==> config.mk <==
export PLATFORM = sky130hd
export DESIGN_NAME = urv_exec_divider
export DESIGN_NICKNAME = d
export VERILOG_FILES = /design/src/rtl/urv_exec_divider_pkg.sv /design/src/rtl/urv_div_step.sv /design/src/rtl/urv_exec_divider.sv
export SDC_FILE = /design/constraint.sdc
export NUM_CORES = 1
export LEC_CHECK = 0
export CAP_MARGIN = 30
export CORE_UTILIZATION = 68
export CTS_BUF_LIST = sky130_fd_sc_hd__clkbuf_8
export CTS_CLUSTER_DIAMETER = 150
export DETAILED_ROUTE_END_ITERATION = 8
export MAX_ROUTING_LAYER = met4
export PLACE_DENSITY_LB_ADDON = 0.08
export SYNTH_ARGS = -nofsm -noshare
export SYNTH_HDL_FRONTEND = slang
export SYNTH_SLANG_ARGS = --single-unit
==> constraint.sdc <==
create_clock -name clk_i -period 82.2 [get_ports clk_i]
set_clock_uncertainty 0.05 [all_clocks]
set_input_delay 16.44 -clock clk_i [delete_from_list [all_inputs] [get_ports clk_i]]
set_output_delay 16.44 -clock clk_i [all_outputs]
set_load 0.01 [all_outputs]
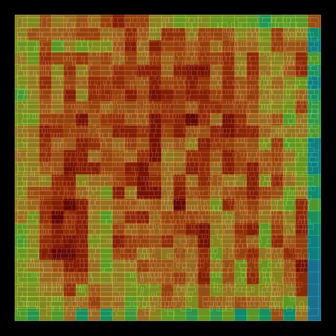
*Routing congestion*
met2 GRT Util: 0.593
GR Util met3: 0.0761
overall global routing resource usage: 0.422

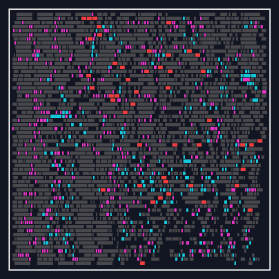
*Gate families picked out*
Scale: 1.5 px per um.
family	color	cells	most used
mux cells	red	47	mux2i_1
nor cells	cyan	231	nor2_1
nand cells	magenta	399	nand2_1
top logic cell by instance count in the layout: nand2_1
proportion of cell area occupied by multi-input gates: 0.425
number of non-filler instances in the completed layout: 2,557

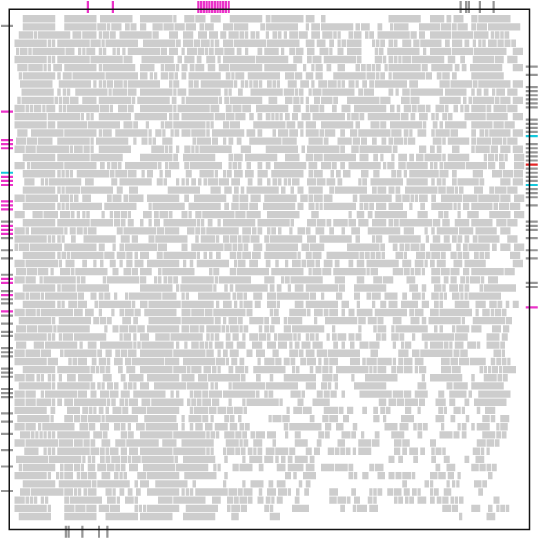
*I/O pins on the die edge*
Scale: 3 px per um. Pins as bars across the die edge, other pins in gray.
port	color	pins	direction	edge
d_rs1_i	magenta	32	input	17 left, 14 top, 1 right
d_fun_i	cyan	3	input	2 right, 1 left
x_stall_req_o	red	1	output	right
all pins by edge	46 left, 37 right, 19 top, 5 bottom
input/output buffers: 106
chip height: 173 um
width of the chip: 173 um

==> run notes <==
Observations from the implementation run.

Critical path:
- The run puts the data arrival time at the worst-slack endpoint at around 19 ns.
- The run gives the worst reg-to-reg path cell count as 20.
- The report shows a maximum critical-path fanout of 27.
- The run puts the count of cell instances traversed by the critical path at 4.
- The run gives the critical path required time as about 66 ns.
- Counting stages on the worst path, the most repeated cell is clkdlybuf4s50_1.
- The run puts the setup slack of the most critical reg-to-reg path at approximately 75 ns.
- Walking the worst path, the cells encountered are clkdlybuf4s50_1 -> inv_1 -> nor4_1 -> clkdlybuf4s50_1.
- In this design, the stage delay of the slowest critical-path cell is 1.03 ns.
- The timing report attributes the biggest portion of critical-path delay to buffers and inverters.
- The timing report notes that buffer and inverter cells on the critical path total 3.
- The worst setup path is captured at an output pin.
- The worst setup path is of the in -> out kind.
- The largest individual stage delay along the critical path comes from the cell clkdlybuf4s50_1.
- STA classifies the critical path startpoint as a primary input.

Die:
- In the floorplan report the effective utilization is 0.692.
- The run gives the chip footprint as 29,900 sq um.
- The total area inside the core boundary comes to between 20,000 and 30,000 sq um.
- approximately 110 I/O pins were placed.
- The run gives the floorplan row count as slightly above 60.

CTS:
- The root buffer cell chosen for the clock tree is clkbuf_8.
- The run puts the maximum level of the CTS H-tree at 2.
- The run gives the clock-pin slew on the worst setup and hold paths as approximately 0.06 ns.
- The run puts the number of gates resized after cts at 0.
- At the later pin of the worst-skew pair, clock insertion delay measures roughly 0.61 ns.
- Counting the buffers created by CTS gives 54.
- The run gives the number of buffers inserted by post-CTS setup repair as 0.
- The run gives the clock sink total as 333.
- The run gives the clock tree from TritonCTS as yes.
- The run puts the deepest clock path buffer count at 3.
- The run gives the quantity of hold-fixing buffers added after cts as 0.

Cells and area:
- The run gives the utilization of the core after routing as 0.773.
- The final antenna diode tally reported by the flow is 0.
- The run gives the area used by sequential logic in the layout as 9650 sq um.
- The run gives the number of fill cells in the layout as roughly 2.0k.
- From synthesis to final layout, the design area changed by 11.7%.
- Ranking logic cells in the layout by count gives the top entries nand2_1 (329), edfxtp_1 (298), o21ai_0 (158), a21oi_1 (149), nor2_1 (133).
- The run puts the post-layout instance area at approximately 22,000 sq um.
- The run gives the area taken by multi-input logic gates as 9430 sq um.
- In the final design database the tool counted 2,243 nets.
- The run puts the share of post-route cells with drive strength above 1 at 0.0584.

Yosys:
- The run puts the per-instance average area after synthesis at 9.55 sq um.
- The run gives the total cells reported by yosys after synthesis as around 2.1k.
- The cell area that synthesis handed to floorplanning was just under 20,000 sq um.
- The run gives the count of library flops with an enable pin as a little under 300.
- The run puts the number of cells produced by synthesis at 2,080.
- Per Yosys stat, the portion of area used by sequential elements is 0.486.
- The run gives the most common flop cell mapped by yosys as edfxtp_1.
- The synthesis report gives the async set-or-reset register share as 0.
- Post-synthesis, Yosys gives the total cell area as around 20,000 sq um.
- The run puts the yosys synthesis warning count at 0.
- Synthesis instantiated ~86 different standard cells from the library.
- The run puts the synthesized netlist net count at 2,192.
- The run puts the total of flip-flops plus latches after synthesis at between 300 and 400.

Power and ir drop:
- After layout, the design draws a total of around 370 uW.
- The run puts the maximum resistive drop on vdd at around 0.018 mV.
- The run puts the leakage component of the power at around 7.7 nW.
- The run puts the power per standard cell area at roughly 16 nW/um^2.

Min path:
- The run gives the class of the worst hold path as reg -> reg.
- The run puts the worst hold path cell count at 2.

Job:
- The run gives the total number of warnings across the stage logs as 27.
- The number of maximum-capacitance violations recorded for the run is 0.

Drt:
- The run puts the routed length on met1 at between 20 and 25 mm.
- In this run the top signal layer used is met4.
- The run gives the violation count after the first detailed-route iteration as between 2k and 3k.
- The run puts the remaining number of nets flagged by the antenna check after routing at 0.
- The run gives the detailed-route DRC error count as 0.
- The run puts the number of detailed-route iterations in the first pass at 8.
- The run gives the detailed-route wire length per cell as 24.3 um.
- The run gives the detailed-route wire length as between 60 and 70 mm.
- The run gives the routed via count as between 15k and 20k.
- The run puts the average vias per placed instance at 6.83.
- The run gives the routed length on met3 as 8.38 mm.
- The run gives the total met2 wirelength after detailed routing as roughly 26 mm.

Final timing:
- Post-route period utilization is reported as 0.429.
- The run puts the maximum clock frequency at around 28 MHz.
- The run puts the number of pins with negative max-slew slack in the final report at 0.
- The run gives the smallest setup slack after layout as 46.94 ns.
- Headroom to the max-slew limit came out at 0.323.
- The run gives the number of endpoints failing setup at the final stage as 0.
- Setup repair after global routing left no endpoint under its margin.
- After layout, the minimum clock period comes to between 30 and 40 ns.
- For the final routed database, the setup TNS stands at 0 ns.
- In the final report, the number of hold violations comes to 0.
- The run puts the transition time at the pin with the least slew margin at roughly 0.99 ns.
- Final hold analysis gives a worst-case slack of approximately 0.42 ns.

Global route:
- The run puts the number of global-route vias before repair at 16.1k.
- The initial antenna violation count came to 0.
- The run gives the first-pass GRT wire length as ~93 mm.
- The run puts the largest net degree at the start of global routing at slightly below 90.
- The run puts the global-route congestion overflow total at 0.

Place:
- The run gives the total placed instance area as ~21,000 sq um.
- The run gives the setup slack after placement as 47.01 ns.
- Counting tap cells, the placed design contains a total of 2,458 instances.
- The run gives the global placement routability congestion as 0.967.
- The run puts the sum of net half-perimeters after detailed placement at 44.6 mm.

Outcome:
- The run finished with clean final reports.
## synth_stat cells, drive strengths merged, types with 17 or more instances
cell,instances,area share
a211oi,19,0.0072
a21oi,153,0.039
a31oi,24,0.0076
buf,37,0.0092
clkbuf,96,0.018
dfxtp,35,0.035
edfxtp,298,0.45
ha,38,0.024
inv,79,0.015
mux2i,46,0.023
nand2,329,0.062
nand3,24,0.0060
nand4,31,0.0098
nor2,135,0.026
nor2b,17,0.0054
nor3,38,0.0096
nor4,36,0.012
o211ai,20,0.0076
o21ai,165,0.042
o22ai,31,0.0098
o31ai,23,0.0089
or3,22,0.0069
xnor2,90,0.040
xor2,103,0.045
## tightest hold or removal path, stage by stage, from the launching register on
cell and delay, ns:
dfxtp_1 0.32, nand2_1 0.05, a21oi_1 0.05
## routing by layer
layer | up-vias | GRT usage
met2 | 1346 | 0.593
met1 | 8209 | 0.596
li1 | 7747 | -
met4 | 0 | 0.199
met3 | 155 | 0.0761
met5 | - | -
## where the power goes
| group | internal (mW) | total (mW) | switching (mW) |
|---|---|---|---|
| Clock | 0.0735 | 0.142 | 0.0684 |
| Combinational | 0.0124 | 0.0369 | 0.0245 |
| Sequential | 0.186 | 0.187 | 0.00110 |
## cell families (layout without fill, tap and decap cells)
kind of cell / count (synthesis) / in the layout / share of synthesized area
AND-OR/OR-AND: 555 / 555 / 0.176
XOR/XNOR: 193 / 193 / 0.0855
adder cells (fa/ha/maj): 39 / 39 / 0.0249
buffers and inverters: 213 / 306 / 0.0425
flip-flops: 333 / 333 / 0.486
multiplexers: 47 / 47 / 0.0237
AND/OR/NAND/NOR: 700 / 700 / 0.162
## area by class of cell
class | count | share of cell area
Inverter | 80 | 0.0135
Multi-Input combinational cell | 1534 | 0.425
Tap cell | 384 | 0.0217
Timing Repair Buffer | 128 | 0.0569
Sequential cell | 333 | 0.435
Clock inverter | 38 | 0.0103
Clock buffer | 60 | 0.0372
Power figures rest on the tool's default switching activity, not on a simulated workload.
